## src/rtl/spi_slave.sv

```systemverilog
// rtl/spi_slave.sv - SPI mode-0 responder with synchronized inputs, one-word transmit buffer and receive strobe
module spi_slave #(
    parameter int DATA_WIDTH  = 8,
    parameter int SYNC_STAGES = 2
) (
    input  logic                  clk,
    input  logic                  reset,
    input  logic                  sclk,
    input  logic                  ss,
    input  logic                  mosi,
    output logic                  miso,
    input  logic [DATA_WIDTH-1:0] tx_data,
    input  logic                  tx_valid,
    output logic                  tx_ready,
    output logic [DATA_WIDTH-1:0] rx_data,
    output logic                  rx_valid,
    output logic                  busy,
    output logic                  tx_underrun
);

    localparam int CW = (DATA_WIDTH > 2) ? $clog2(DATA_WIDTH) : 1;
    localparam logic [CW-1:0] LAST_BIT = CW'(DATA_WIDTH - 1);

    typedef enum logic {IDLE, SHIFT} state_t;

    state_t                 state;
    logic [SYNC_STAGES-1:0] sclk_sync;
    logic [SYNC_STAGES-1:0] ss_sync;
    logic [SYNC_STAGES-1:0] mosi_sync;
    logic                   sclk_d;
    logic                   ss_d;
    logic                   hold_full;
    logic [DATA_WIDTH-1:0]  hold_data;
    logic [DATA_WIDTH-1:0]  tx_shift;
    logic [DATA_WIDTH-1:0]  rx_shift;
    logic [CW-1:0]          bit_cnt;

    logic                   sclk_s;
    logic                   ss_s;
    logic                   mosi_s;
    logic                   rise;
    logic                   fall;
    logic                   sel;
    logic                   desel;
    logic                   load_req;
    logic [DATA_WIDTH-1:0]  load_word;
    logic [DATA_WIDTH-1:0]  tx_shifted;
    logic [DATA_WIDTH-1:0]  rx_next;

    assign sclk_s = sclk_sync[SYNC_STAGES-1];
    assign ss_s   = ss_sync[SYNC_STAGES-1];
    assign mosi_s = mosi_sync[SYNC_STAGES-1];

    assign rise  = sclk_s & ~sclk_d;
    assign fall  = ~sclk_s & sclk_d;
    assign sel   = ~ss_s & ss_d;
    assign desel = ss_s & ~ss_d;

    // A word enters tx_shift at select and at every word boundary inside a
    // frame; deselect suppresses a coincident boundary reload.
    assign load_req = ((state == IDLE) && sel) ||
                      ((state == SHIFT) && !desel && fall && (bit_cnt == '0));
    assign load_word  = hold_full ? hold_data : '0;
    assign tx_shifted = {tx_shift[DATA_WIDTH-2:0], 1'b0};
    assign rx_next    = {rx_shift[DATA_WIDTH-2:0], mosi_s};

    assign tx_ready = ~hold_full;

    always_ff @(posedge clk) begin
        if (reset) begin
            // Synchronizers clear to 0 so a select held low across reset
            // produces no falling edge; only a fresh ss assertion starts a frame.
            sclk_sync   <= '0;
            ss_sync     <= '0;
            mosi_sync   <= '0;
            sclk_d      <= 1'b0;
            ss_d        <= 1'b0;
            state       <= IDLE;
            hold_full   <= 1'b0;
            hold_data   <= '0;
            tx_shift    <= '0;
            rx_shift    <= '0;
            bit_cnt     <= '0;
            miso        <= 1'b0;
            rx_data     <= '0;
            rx_valid    <= 1'b0;
            busy        <= 1'b0;
            tx_underrun <= 1'b0;
        end else begin
            sclk_sync   <= {sclk_sync[SYNC_STAGES-2:0], sclk};
            ss_sync     <= {ss_sync[SYNC_STAGES-2:0], ss};
            mosi_sync   <= {mosi_sync[SYNC_STAGES-2:0], mosi};
            sclk_d      <= sclk_s;
            ss_d        <= ss_s;
            rx_valid    <= 1'b0;
            tx_underrun <= 1'b0;

            if (load_req) begin
                tx_shift <= load_word;
                miso     <= load_word[DATA_WIDTH-1];
                if (hold_full) begin
                    hold_full <= 1'b0;
                end else begin
                    tx_underrun <= 1'b1;
                end
            end

            // Cannot collide with a buffer-draining load: that needs hold_full.
            if (tx_valid && !hold_full) begin
                hold_full <= 1'b1;
                hold_data <= tx_data;
            end

            case (state)
                IDLE: begin
                    if (sel) begin
                        state   <= SHIFT;
                        busy    <= 1'b1;
                        bit_cnt <= '0;
                    end
                end
                SHIFT: begin
                    if (desel) begin
                        state    <= IDLE;
                        busy     <= 1'b0;
                        miso     <= 1'b0;
                        bit_cnt  <= '0;
                        rx_shift <= '0;
                        tx_shift <= '0;
                    end else begin
                        if (rise) begin
                            rx_shift <= rx_next;
                            if (bit_cnt == LAST_BIT) begin
                                rx_data  <= rx_next;
                                rx_valid <= 1'b1;
                                bit_cnt  <= '0;
                            end else begin
                                bit_cnt <= bit_cnt + CW'(1);
                            end
                        end
                        if (fall && (bit_cnt != '0)) begin
                            tx_shift <= tx_shifted;
                            miso     <= tx_shifted[DATA_WIDTH-1];
                        end
                    end
                end
                default: state <= IDLE;
            endcase
        end
    end

endmodule
```

## config.mk

```make
export PLATFORM = sky130hd
export DESIGN_NAME = spi_slave
export DESIGN_NICKNAME = d
export VERILOG_FILES = /design/src/rtl/spi_slave.sv
export SDC_FILE = /design/constraint.sdc
export NUM_CORES = 1
export LEC_CHECK = 0
export ABC_AREA = 1
export CAP_MARGIN = 20
export CORE_MARGIN = 2
export CORE_UTILIZATION = 46
export CTS_BUF_LIST = sky130_fd_sc_hd__clkbuf_4
export CTS_CLUSTER_DIAMETER = 80
export DETAILED_ROUTE_END_ITERATION = 10
export PLACE_DENSITY = 0.66
export SETUP_SLACK_MARGIN = 0.02
export SLEW_MARGIN = 40
export SYNTH_ARGS = -nofsm -noshare
export SYNTH_HDL_FRONTEND = slang
export SYNTH_SLANG_ARGS = --single-unit
```

## constraint.sdc

```tcl
create_clock -name clk -period 4.1 [get_ports clk]
set_input_delay 1.23 -clock clk [delete_from_list [all_inputs] [get_ports clk]]
set_output_delay 1.23 -clock clk [all_outputs]
set_load 0.1 [all_outputs]
```

Run 1, placed standard cells:
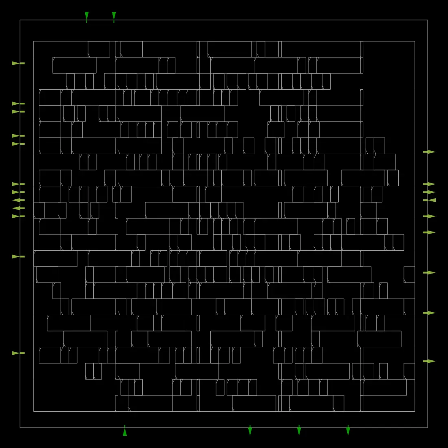
flop count: 47
flop share of the area: 42.5%
well-tap cell count: 50
num rows: 23

Run 1, routed metal per tile:
Scale: 4 px per um. The die is cut into 14 by 14 equal tiles; dark purple is low, yellow is high, scaled to the fullest tile. Values are wire area over tile area, all layers added.
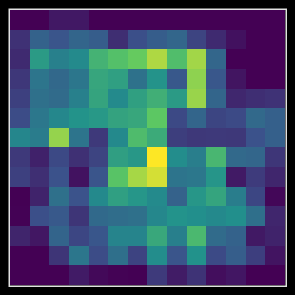
20% of the tiles are over half the peak. 16% of the tiles are nearly empty. The mean over all tiles is 0.12. The densest ninth of the die: centre.

Run 1, metal layers overlaid:
Scale: 6 px per um. Two of the layers only.
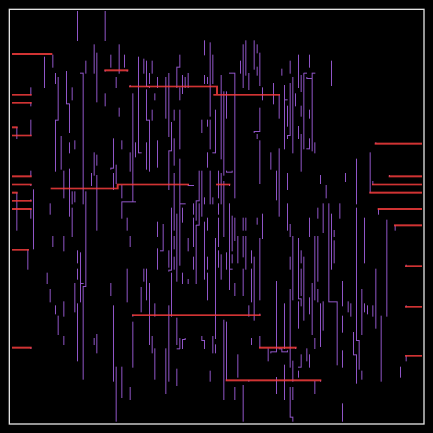
Purple marks metal 2, wire length 1470 um. Red marks metal 3, wire length 181 um.

Run 1, gate families picked out:
Scale: 6 px per um.
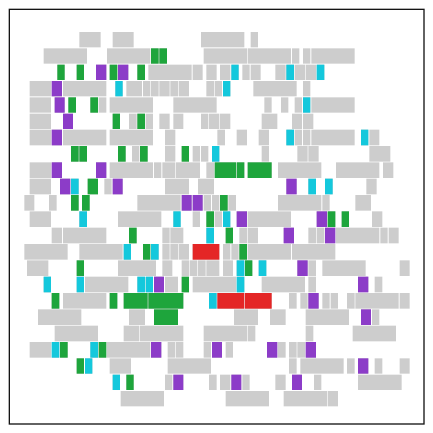
Green marks nor cells, cells 41. Purple marks aoi and oai cells, cells 30, where all over the die. Cyan marks inv cells, cells 30. Red marks fa/ha/maj cells, cells 3.

==> flow_summary.toml, run 1 <==
# flow metrics
[final_layout]
n_all_buffers = 27
regArea_sq_um = 941
fin_util_pct = 55.0
final-comb-area_sq_um = 845
logic_gate_count = 176
final_cell_mix = "nand2_1, dfxtp_1, nor2_1"
lay_top_count = "nand2_1"
nNetsFinal = 304
syn2layout_area_growth_pct = 14.5
top_area_cell_class = "registers"
largestRegisters = "hold_data: 8 flops, rx_data: 8 flops"
fin_area_sq_um = 2220
nonClkBufAreaFrac_pct = 9.15
inv_count = 30
drive_gt1_share_pct = 12.2
n_antenna_cell = 0
area_share_clock_buf_inv_pct = 2.37

[synth]
postSynthAreaPerCell_sq_um = 7.47
synthAdderAreaFrac_pct = 1.94
ys_sh_mux_pct = 0
syn-num-nets = 276
yosys_area_sq_um = 1940
ys_sh_xor_pct = 0
edf_count = 0
synth_flops = 47
topCombFamilyByArea = "simple AND/OR/NAND/NOR gates"
yosysMostFrequentCell = "nand2_1"
synthFlopType = "dfxtp_1"
synth_top_cell_by_area = "dfxtp_1"
synth.cell_area_sq_um = 1940
ys_seq_share_pct = 48.6
netlist.area_leader.share_pct = 48.6
postSynthCellCount = 259
ys_cells = 259

[power_and_ir_drop]
p_per_area_nw_per_um2 = 345
switching_power_mw = 0.194
clk-power_mw = 0.208
p_seq_mw = 0.481
p_clk_share_pct = 27.3
sw_frac_of_total_pct = 25.4
p_total_mw = 0.764
powerComb_mw = 0.0742
p_int_mw = 0.570
top_power_group = "sequential cells"

[route]
drt_wl_total_um = 3440
drt-initial-drc-count = 139
post-route-drc-count = 0
wl_per_cell_um = 10.2
dr.max_layer_used = "met4"
dr.pass1.iters = 4
viasPerCell = 4.73
wl_met1_um = 1730
wl_met3_um = 180
drtAntennaViolNets = 0

[place]
placed_area_sq_um = 2160
dp_hpwl_um = 2460
io_buffers = 26
gp_congestion = 0.836

[floorplanning]
core_sq_um = 4030
ios = 27
initCoreUtil_pct = 48.0
die_area_sq_um = 4740
die_w_um = 68.9
die_h_um = 68.9

[clock_tree]
ctsHoldBuffers = 0
clock-sinks = 47
cts_buffer_depth = 2
cts-root-buf = "clkbuf_4"
clk_pin_slew_ps = 120

[run]
warnings = 27
maxCapViolations = 0

[critical_path]
crit_slowest_cell = "dfxtp_1"
endpoint = "tx_ready"
r2r_setup_slack_ps = 2570
crit_required_ps = 2870
cp-startpoint = "hold_full"
critPathMaxFanout = 11
ff2ff_path_depth = 6
path_depth = 2
timing.rr.end = "rx_data[2]"
crit_buf_inv = 2
timing.rr.start = "bit_cnt[0]"
endpoint_kind = "output port"

[global_routing]
grt_pass1_vias = 1398
met2_usage_pct = 26.1
grt_use_total_pct = 17.3
met3_usage_pct = 5.84
antenna_found_initial = 0
gr-usage-met1_pct = 23.0
grt_max_degree = 29
busiest_layer = "met2"

[final_timing]
hold_slack_ps = 411
fmax_mhz = 393
grt_setup_unrepaired = "false"
finalHoldViolCount = 0
setup_ws_ps = 1560
setup_viol = 0
finalClockSkew_ps = 10.6
relSlewSlack_pct = 68.5
tns_ps = 0
worst_slew_pin_slew_ps = 468
layout_min_cycle_time_ps = 2540

[worst_hold_path]
worstHoldPathCells = 2
min_to = "ss_sync[1]"
min-delay-start = "ss_sync[0]"

[outcome]
status = "finished clean"
Run 1, close-up of the layout:
Window x 19 to 49, y 19 to 49 um. Cells in grey, sequential cells in the stronger grey; small squares are vias.
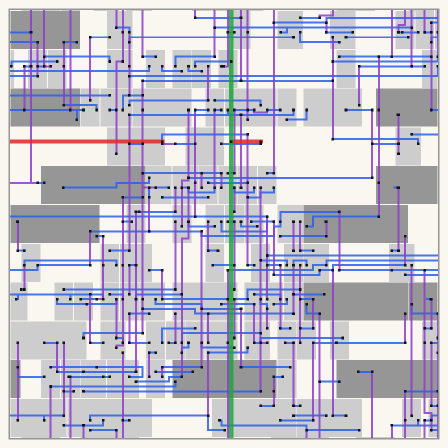

==> run 2, diff against run 1 <==
--- a/config.mk
+++ b/config.mk
@@ -12,7 +12,7 @@
 export CTS_BUF_LIST = sky130_fd_sc_hd__clkbuf_4
 export CTS_CLUSTER_DIAMETER = 80
 export DETAILED_ROUTE_END_ITERATION = 10
-export PLACE_DENSITY = 0.66
+export PLACE_DENSITY = 0.69
 export SETUP_SLACK_MARGIN = 0.02
 export SLEW_MARGIN = 40
 export SYNTH_ARGS = -nofsm -noshare
==> constraint.sdc (replaced) <==
create_clock -name clk -period 2.3 [get_ports clk]
set_input_delay 0.69 -clock clk [delete_from_list [all_inputs] [get_ports clk]]
set_output_delay 0.69 -clock clk [all_outputs]
set_load 0.1 [all_outputs]
Run 2, close-up of the layout:
Window x 19 to 49, y 19 to 49 um. Cells in grey, sequential cells in the stronger grey; small squares are vias.
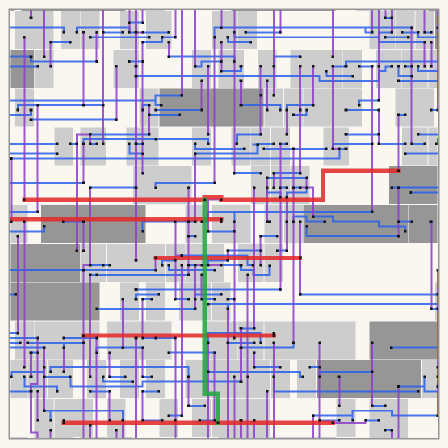
Green marks metal 4. Blue marks metal 1. Red marks metal 3. Purple marks metal 2.
Sequential cells in the window: 7. 87 logic cells have their middle in the window. Most frequent: nand2_1 (24), inv_1 (13), nor2_1 (11).

==> flow_summary.toml, run 2 <==
# flow metrics
[final_layout]
logic_gate_count = 176
nonClkBufAreaFrac_pct = 11.0
drive_gt1_share_pct = 12.2
nNetsFinal = 304
final_cell_mix = "nand2_1, dfxtp_1, nor2_1"
seq_share_pct = 41.8
final-comb-area_sq_um = 845
regArea_sq_um = 941
n_antenna_cell = 0
lay_top_count = "nand2_1"
largestRegisters = "hold_data: 8 flops, rx_data: 8 flops"
syn2layout_area_growth_pct = 16.4
top_area_cell_class = "registers"
area_share_clock_buf_inv_pct = 2.00
inv_count = 30
n_all_buffers = 27

[synth]
syn-num-nets = 276
ys_sh_mux_pct = 0
synth_flops = 47
synthFlopType = "dfxtp_1"
postSynthCellCount = 259
yosysMostFrequentCell = "nand2_1"
edf_count = 0
ys_cells = 259
topCombFamilyByArea = "simple AND/OR/NAND/NOR gates"
ys_sh_xor_pct = 0
ys_seq_share_pct = 48.6
synthAdderAreaFrac_pct = 1.94
netlist.area_leader.share_pct = 48.6
postSynthAreaPerCell_sq_um = 7.47
synth.cell_area_sq_um = 1940
synth_top_cell_by_area = "dfxtp_1"

[floorplanning]
die_w_um = 68.9
die_h_um = 68.9
core_sq_um = 4030
ios = 27
tapCellCount = 50
initCoreUtil_pct = 48.0

[critical_path]
timing.rr.start = "bit_cnt[0]"
r2r_setup_slack_ps = 770
critPathMaxFanout = 11
path_depth = 2
endpoint = "tx_ready"
crit_slowest_cell = "dfxtp_1"
ff2ff_path_depth = 6
crit_buf_inv = 2

[global_routing]
busiest_layer = "met2"
met3_usage_pct = 5.36
met2_usage_pct = 26.4
grt_use_total_pct = 16.8
grt_pass1_vias = 1413
antenna_found_initial = 0

[route]
dr.max_layer_used = "met4"
post-route-drc-count = 0
drt_wl_total_um = 3440
dr.pass1.iters = 4
wl_per_cell_um = 10.2
viasPerCell = 4.69
wl_met3_um = 179
drt-initial-drc-count = 83
drtAntennaViolNets = 0

[final_timing]
layout_min_cycle_time_ps = 1920
relSlewSlack_pct = 72.0
setup_viol = 0
grt_setup_unrepaired = "false"
hold_slack_ps = 410
fmax_mhz = 521
finalHoldViolCount = 0
worst_slew_pin_slew_ps = 416

[power_and_ir_drop]
switching_power_mw = 0.332
sw_frac_of_total_pct = 24.6
p_total_mw = 1.35
p_per_area_nw_per_um2 = 598
powerComb_mw = 0.139
p_clk_share_pct = 26.0
top_power_group = "sequential cells"
p_seq_mw = 0.858
clk-power_mw = 0.351

[clock_tree]
cts-root-buf = "clkbuf_4"
clock-sinks = 47
ctsHoldBuffers = 0
cts_buffer_depth = 2

[run]
warnings = 27

[worst_hold_path]
min-delay-start = "ss_sync[0]"
min_to = "ss_sync[1]"
worstHoldPathCells = 2

[outcome]
status = "finished clean"

[place]
gp_congestion = 0.803
dp_hpwl_um = 2470
Run 2, metal layers overlaid:
Scale: 6 px per um. Two of the layers only.
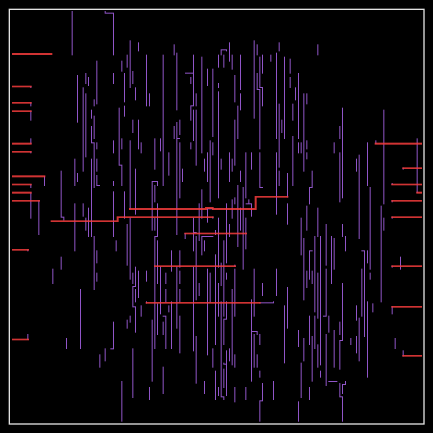
Red marks metal 3, wire length 179 um. Purple marks metal 2, wire length 1540 um.

